--- config.mk ---
export PLATFORM = sky130hd
export DESIGN_NAME = apb_cfg_sequencer
export DESIGN_NICKNAME = d
export VERILOG_FILES = /design/src/rtl/dual_helix_pkg.sv /design/src/rtl/apb_cfg_seq_timeout.sv /design/src/rtl/apb_cfg_sequencer.sv
export SDC_FILE = /design/constraint.sdc
export NUM_CORES = 1
export LEC_CHECK = 0
export CAP_MARGIN = 40
export CORE_AREA = 2 2 145 147
export CTS_BUF_LIST = sky130_fd_sc_hd__clkbuf_4 sky130_fd_sc_hd__clkbuf_8
export CTS_CLUSTER_SIZE = 20
export DETAILED_ROUTE_END_ITERATION = 7
export DIE_AREA = 0 0 147 149
export HOLD_SLACK_MARGIN = 0.1
export SYNTH_ARGS = -nofsm -noshare
export SYNTH_HDL_FRONTEND = slang
export SYNTH_SLANG_ARGS = --single-unit
--- constraint.sdc ---
create_clock -name clk_i -period 2.7 [get_ports clk_i]
set_clock_uncertainty 0.2 [all_clocks]
set_input_delay 0.54 -clock clk_i [delete_from_list [all_inputs] [get_ports clk_i]]
set_output_delay 0.54 -clock clk_i [all_outputs]
set_load 0.02 [all_outputs]
--- src/rtl/dual_helix_pkg.sv ---
// Shared types for the dual_helix_soc peripheral domain: APB request/response
// structs, address/data words, base addresses, and the config sequencer's
// state enum and table-entry record.
package dual_helix_pkg;

  typedef logic [31:0] dhs_addr_t;
  typedef logic [31:0] dhs_data_t;

  localparam dhs_addr_t RAM_BASE  = 32'h2000_0000;
  localparam dhs_addr_t UART_BASE = 32'h4000_0000;

  typedef struct packed {
    dhs_addr_t  paddr;
    logic       psel;
    logic       penable;
    logic       pwrite;
    dhs_data_t  pwdata;
    logic [3:0] pstrb;
  } dhs_apb_req_t;

  typedef struct packed {
    dhs_data_t prdata;
    logic      pready;
    logic      pslverr;
  } dhs_apb_resp_t;

  typedef enum logic [2:0] {
    ST_IDLE,
    ST_W_SETUP,
    ST_W_ACCESS,
    ST_R_SETUP,
    ST_R_ACCESS,
    ST_DONE
  } apb_cfg_seq_state_e;

  typedef struct packed {
    dhs_addr_t addr;
    dhs_data_t data;
    logic      verify;
  } apb_cfg_entry_t;

endpackage

--- src/rtl/apb_cfg_seq_timeout.sv ---
// Purpose: loadable down-counter bounding how long an APB ACCESS phase may wait.
// Latency: expired is combinational in the TIMEOUT_CYCLES-th enabled cycle after load.
// Backpressure: none; the owner reloads it in every SETUP phase.
// Ports: clk, rst_n (async active-low), load (SETUP phase), count_en (ACCESS phase),
//        expired (ACCESS has lasted TIMEOUT_CYCLES cycles, including this one).
module apb_cfg_seq_timeout #(
  parameter int TIMEOUT_CYCLES = 64
) (
  input  logic clk,
  input  logic rst_n,
  input  logic load,
  input  logic count_en,
  output logic expired
);

  localparam int CW = (TIMEOUT_CYCLES > 1) ? $clog2(TIMEOUT_CYCLES + 1) : 1;

  logic [CW-1:0] cnt_q;

  // Loaded with T-1 so that the T-th ACCESS cycle sees zero.
  always_ff @(posedge clk or negedge rst_n) begin
    if (!rst_n) begin
      cnt_q <= '0;
    end else if (load) begin
      cnt_q <= CW'(TIMEOUT_CYCLES - 1);
    end else if (count_en && (cnt_q != '0)) begin
      cnt_q <= cnt_q - 1'b1;
    end
  end

  assign expired = count_en && (cnt_q == '0);

endmodule

--- src/rtl/apb_cfg_sequencer.sv ---
// Purpose: boot-time APB master writing a NUM_ENTRIES table, with optional readback.
// Latency: start edge -> psel next cycle; 2 cycles per zero-wait transfer; done one cycle after last ACCESS.
// Backpressure: waits on pready per transfer, bounded by TIMEOUT_CYCLES; start ignored while busy.
// Ports: clk_i/arst_ni; start_i/abort_i control; cfg_{addr,data,verify}_i table;
//        apb_req_o/apb_resp_i APB master; busy_o, done_o, err_o, err_idx_o, err_cnt_o status.
// Build option: define APB_CFG_SEQ_VERIFY_EN to add the readback-compare read phases.
module apb_cfg_sequencer
  import dual_helix_pkg::*;
#(
  parameter  int NUM_ENTRIES    = 4,
  parameter  int TIMEOUT_CYCLES = 64,
  localparam int IW             = (NUM_ENTRIES > 1) ? $clog2(NUM_ENTRIES) : 1,
  localparam int CW             = $clog2(NUM_ENTRIES + 1)
) (
  input  logic                         clk_i,
  input  logic                         arst_ni,
  input  logic                         start_i,
  input  logic                         abort_i,
  input  dhs_addr_t [NUM_ENTRIES-1:0]  cfg_addr_i,
  input  dhs_data_t [NUM_ENTRIES-1:0]  cfg_data_i,
  input  logic      [NUM_ENTRIES-1:0]  cfg_verify_i,
  output dhs_apb_req_t                 apb_req_o,
  input  dhs_apb_resp_t                apb_resp_i,
  output logic                         busy_o,
  output logic                         done_o,
  output logic                         err_o,
  output logic [IW-1:0]                err_idx_o,
  output logic [CW-1:0]                err_cnt_o
);

  apb_cfg_seq_state_e state_q, state_d;
  logic [IW-1:0]      idx_q, idx_d;
  logic               abort_q, abort_d;
  logic               err_q, err_d;
  logic [IW-1:0]      err_idx_q, err_idx_d;
  logic [CW-1:0]      err_cnt_q, err_cnt_d;
  dhs_apb_req_t       req_q, req_d;
  logic               busy_q, busy_d;
  logic               rec_err, advance, abort_now, in_busy, in_setup, in_access, tmo_exp;
  logic               verify_cur;

`ifdef APB_CFG_SEQ_VERIFY_EN
  assign verify_cur = cfg_verify_i[idx_q];
`else
  logic unused_rd;
  assign unused_rd  = ^{cfg_verify_i, apb_resp_i.prdata};
  assign verify_cur = 1'b0;
`endif

  assign in_setup  = (state_q == ST_W_SETUP)  || (state_q == ST_R_SETUP);
  assign in_access = (state_q == ST_W_ACCESS) || (state_q == ST_R_ACCESS);
  assign in_busy   = in_setup || in_access;
  // A pulse arriving this very cycle counts as pending alongside a latched one.
  assign abort_now = abort_q || abort_i;

  apb_cfg_seq_timeout #(.TIMEOUT_CYCLES(TIMEOUT_CYCLES)) u_timeout (
    .clk      (clk_i),
    .rst_n    (arst_ni),
    .load     (in_setup),
    .count_en (in_access),
    .expired  (tmo_exp)
  );

  always_comb begin
    state_d   = state_q;
    idx_d     = idx_q;
    abort_d   = abort_q;
    err_d     = err_q;
    err_idx_d = err_idx_q;
    err_cnt_d = err_cnt_q;
    rec_err   = 1'b0;
    advance   = 1'b0;
    req_d     = '0;
    busy_d    = 1'b0;

    if (in_busy && abort_i) abort_d = 1'b1;

    case (state_q)
      ST_IDLE: begin
        if (start_i && !abort_i) begin
          state_d   = ST_W_SETUP;
          idx_d     = '0;
          abort_d   = 1'b0;
          err_d     = 1'b0;
          err_idx_d = '0;
          err_cnt_d = '0;
        end
      end
      ST_W_SETUP: state_d = ST_W_ACCESS;
      ST_W_ACCESS: begin
        if (apb_resp_i.pready) begin
          if (apb_resp_i.pslverr) begin
            rec_err = 1'b1;
            advance = 1'b1;
          end else if (verify_cur && !abort_now) begin
            state_d = ST_R_SETUP;
          end else begin
            advance = 1'b1;
          end
        end else if (tmo_exp) begin
          rec_err = 1'b1;
          state_d = ST_DONE;
        end
      end
`ifdef APB_CFG_SEQ_VERIFY_EN
      ST_R_SETUP: state_d = ST_R_ACCESS;
      ST_R_ACCESS: begin
        if (apb_resp_i.pready) begin
          rec_err = apb_resp_i.pslverr || (apb_resp_i.prdata != cfg_data_i[idx_q]);
          advance = 1'b1;
        end else if (tmo_exp) begin
          rec_err = 1'b1;
          state_d = ST_DONE;
        end
      end
`endif
      ST_DONE: state_d = ST_IDLE;
      default: state_d = ST_IDLE;
    endcase

    if (advance) begin
      if ((idx_q == IW'(NUM_ENTRIES - 1)) || abort_now) begin
        state_d = ST_DONE;
      end else begin
        idx_d   = idx_q + 1'b1;
        state_d = ST_W_SETUP;
      end
    end

    // Each entry completes at most one failing transfer, so one increment per entry.
    if (rec_err) begin
      if (!err_q) err_idx_d = idx_q;
      err_d = 1'b1;
      if (err_cnt_q != CW'(NUM_ENTRIES)) err_cnt_d = err_cnt_q + 1'b1;
    end

    // Outputs are registered from the next state so the pins never glitch.
    case (state_d)
      ST_W_SETUP, ST_W_ACCESS: begin
        req_d.psel    = 1'b1;
        req_d.penable = (state_d == ST_W_ACCESS);
        req_d.pwrite  = 1'b1;
        req_d.paddr   = cfg_addr_i[idx_d];
        req_d.pwdata  = cfg_data_i[idx_d];
        req_d.pstrb   = '1;
        busy_d        = 1'b1;
      end
      ST_R_SETUP, ST_R_ACCESS: begin
        req_d.psel    = 1'b1;
        req_d.penable = (state_d == ST_R_ACCESS);
        req_d.paddr   = cfg_addr_i[idx_d];
        busy_d        = 1'b1;
      end
      default: ;
    endcase
  end

  always_ff @(posedge clk_i or negedge arst_ni) begin
    if (!arst_ni) begin
      state_q   <= ST_IDLE;
      idx_q     <= '0;
      abort_q   <= 1'b0;
      err_q     <= 1'b0;
      err_idx_q <= '0;
      err_cnt_q <= '0;
      req_q     <= '0;
      busy_q    <= 1'b0;
    end else begin
      state_q   <= state_d;
      idx_q     <= idx_d;
      abort_q   <= abort_d;
      err_q     <= err_d;
      err_idx_q <= err_idx_d;
      err_cnt_q <= err_cnt_d;
      req_q     <= req_d;
      busy_q    <= busy_d;
    end
  end

  assign apb_req_o = req_q;
  assign busy_o    = busy_q;
  assign done_o    = (state_q == ST_DONE);
  assign err_o     = err_q;
  assign err_idx_o = err_idx_q;
  assign err_cnt_o = err_cnt_q;

endmodule

==> results.py <==
# Synthesis and PnR figures
metrics = {
    "finish": {
        "layout_top_cells": "339 x clkdlybuf4s50_1, 86 x dfrtp_1, 71 x a21oi_1, 64 x a22oi_1, 54 x a221oi_2",
        "final_common_cell": "clkdlybuf4s50_1",
        "mi_logic_area_um2": 2390,
        "logic_gate_count": 279,
        "largest_register_ffs": 67,
        "final_nets": 1107,
        "flops": 87,
        "comb_share_pct": 25.4,
    },
    "routing": {
        "drtPass1Iterations": 5,
        "routed_via_density": 4.71,
        "drc": 0,
    },
    "worst_setup_path": {
        "rr_startpoint": "u_timeout.cnt_q[1]",
        "cp_slowest_stage_delay_ns": 0.44,
        "crit_slowest_cell": "clkdlybuf4s50_1",
        "setup.worst_path.end_class": "flip-flop",
        "rr_worst_depth": 11,
        "worstReg2RegEnd": "apb_req_o[20]",
        "crit_chain": "clkdlybuf4s50_1 > nand2b_4 > or4_4 > and2_4 > a31o_4 > buf_4 > a22oi_1 > a21oi_1",
        "crit_end": "apb_req_o[51]",
        "path_class": "primary input to flip-flop",
    },
    "grt": {
        "grt_max_degree": 41,
        "grtUsageTotal_pct": 17.6,
        "grt_pass1_wl_um": 29900,
        "antenna_found_initial": 0,
    },
    "status": {
        "outcome": "finished, violations left",
        "violations": "setup timing",
    },
    "placed_design": {
        "place_area_um2": 8870,
        "io_buffers": 340,
        "place.gp.congestion": 0.817,
        "dp.final_hpwl_um": 15500,
    },
    "synthesis": {
        "ys.flops": 87,
        "topCellsByArea": "dfrtp_1 46%, a221oi_2 18%, a22oi_1 10%",
        "compound_area_share_pct": 39.6,
        "ys_types": 36,
        "yosys_warnings": 0,
        "synthTopLogicFamily": "AND-OR/OR-AND gates",
        "async_flop_share_pct": 100,
        "syn_avg_cell_area_um2": 11.2,
        "syn-num-nets": 727,
    },
    "die": {
        "core-area_um2": 20600,
        "dieHeight_um": 149,
    },
    "pwr": {
        "seq_power_mw": 1.98,
        "power.group.top": "combinational cells",
        "clkPwrFrac_pct": 12.0,
        "seqPwrFrac_pct": 23.5,
        "switching_share_pct": 41.0,
        "p_int_mw": 4.97,
        "switchingPower_mw": 3.46,
        "ir_drop_mv": 0.329,
    },
    "worst_hold_path": {
        "holdPathStages": 2,
        "whs_endpoint": "err_o",
    },
    "final_timing": {
        "setup-tns-final_ns": -0.0121,
        "setup-violations-final": 1,
        "relSlewSlack_pct": 58.0,
        "min_period_ns": 2.71,
        "worst_pin_slew_ns": 0.622,
        "finalHoldViolCount": 0,
        "fmax_mhz": 369,
        "rsz0062_at_grt": "yes",
        "fin_ws_ns": -0.0121,
    },
    "clock_network": {
        "cts_resized": 0,
        "cts_hold_buf": 1,
        "h-tree-depth": 3,
        "cts_buffers": 9,
        "clock_tree.root_cell": "clkbuf_8",
    },
    "run": {
        "drv_cap": 0,
        "warnings": 65,
    },
}
## run 1: cell families (layout without fill, tap and decap cells)
family / after synthesis / count (layout)
AND/OR/NAND/NOR: 47 / 47
AND-OR/OR-AND: 220 / 221
flip-flops: 87 / 87
adder cells (fa/ha/maj): 5 / 5
buffers and inverters: 59 / 443
XOR/XNOR: 6 / 6
## run 1: per-layer routing
| metal | vias to the layer above | GRT usage [%] | part of all wire, % |
|---|---|---|---|
| met5 | - | 0 | 0 |
| li1 | 2442 | - | - |
| met4 | 0 | 4.90 | 1.5 |
| met1 | 2451 | 22.2 | 42 |
| met3 | 13 | 5.54 | 7.6 |
| met2 | 205 | 29.1 | 49 |
## run 1: critical path, delay by kind of cell
family,cells,cell delay [ns]
AOI/OAI and AO/OA,3,0.82
and+or+nand+nor,3,0.79
buffers and inverters,2,0.61
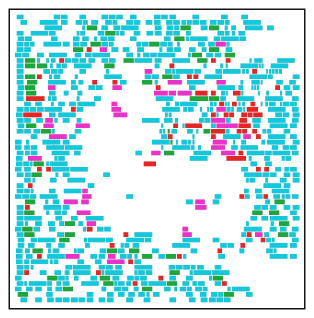
Figure 1: run 1, drive-strength map.
Scale: 2 px per µm.
- cyan: x1 and smaller (cells 643; share 79%; most used clkdlybuf4s50_1)
- green: x2 (cells 60; share 7.4%; most used a221oi_2)
- red: x3 and x4 (cells 66; share 8.2%; most used buf_4)
- magenta: x6 and larger (cells 40; share 4.9%; most used buf_12)
final worst slack: -0.0121 ns
post-route cell area: 9390 µm²
area grow syn2layout: 97.1%
Non-clock buffers: 417

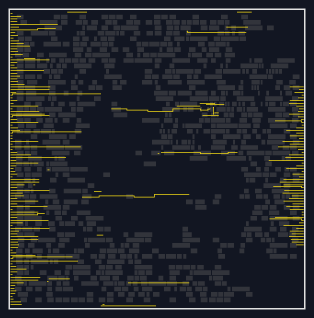
Figure 2: run 1, metal 3.
Scale: 2 px per µm.
- share of all routed wire: 7.6%
- wire length on this layer: 1580 µm
- nets with wire on the layer: 182
- longest straight run: 44.2 µm
vias post-DR: 5111
Detailed Route WL: 20900 µm
met3 GRT Util: 5.54%

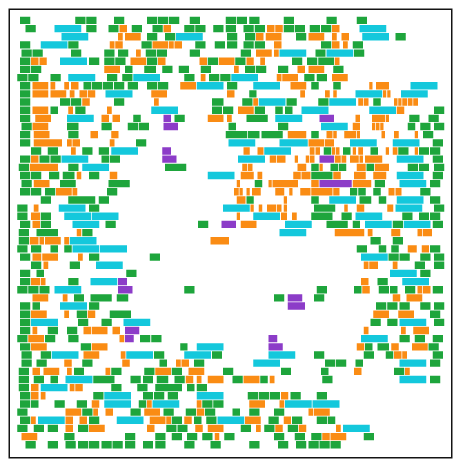
Figure 3: run 1, cells coloured by class.
Scale: 3 px per µm.
- purple: clock drivers and dummy loads (cells 16)
- orange: remaining logic cells (cells 289)
- cyan: registers (cells 87)
- green: remaining buffers and delay cells (cells 417)
Final Core Density: 45.7%
row count: 53

Power and IR drop assume default switching activity.
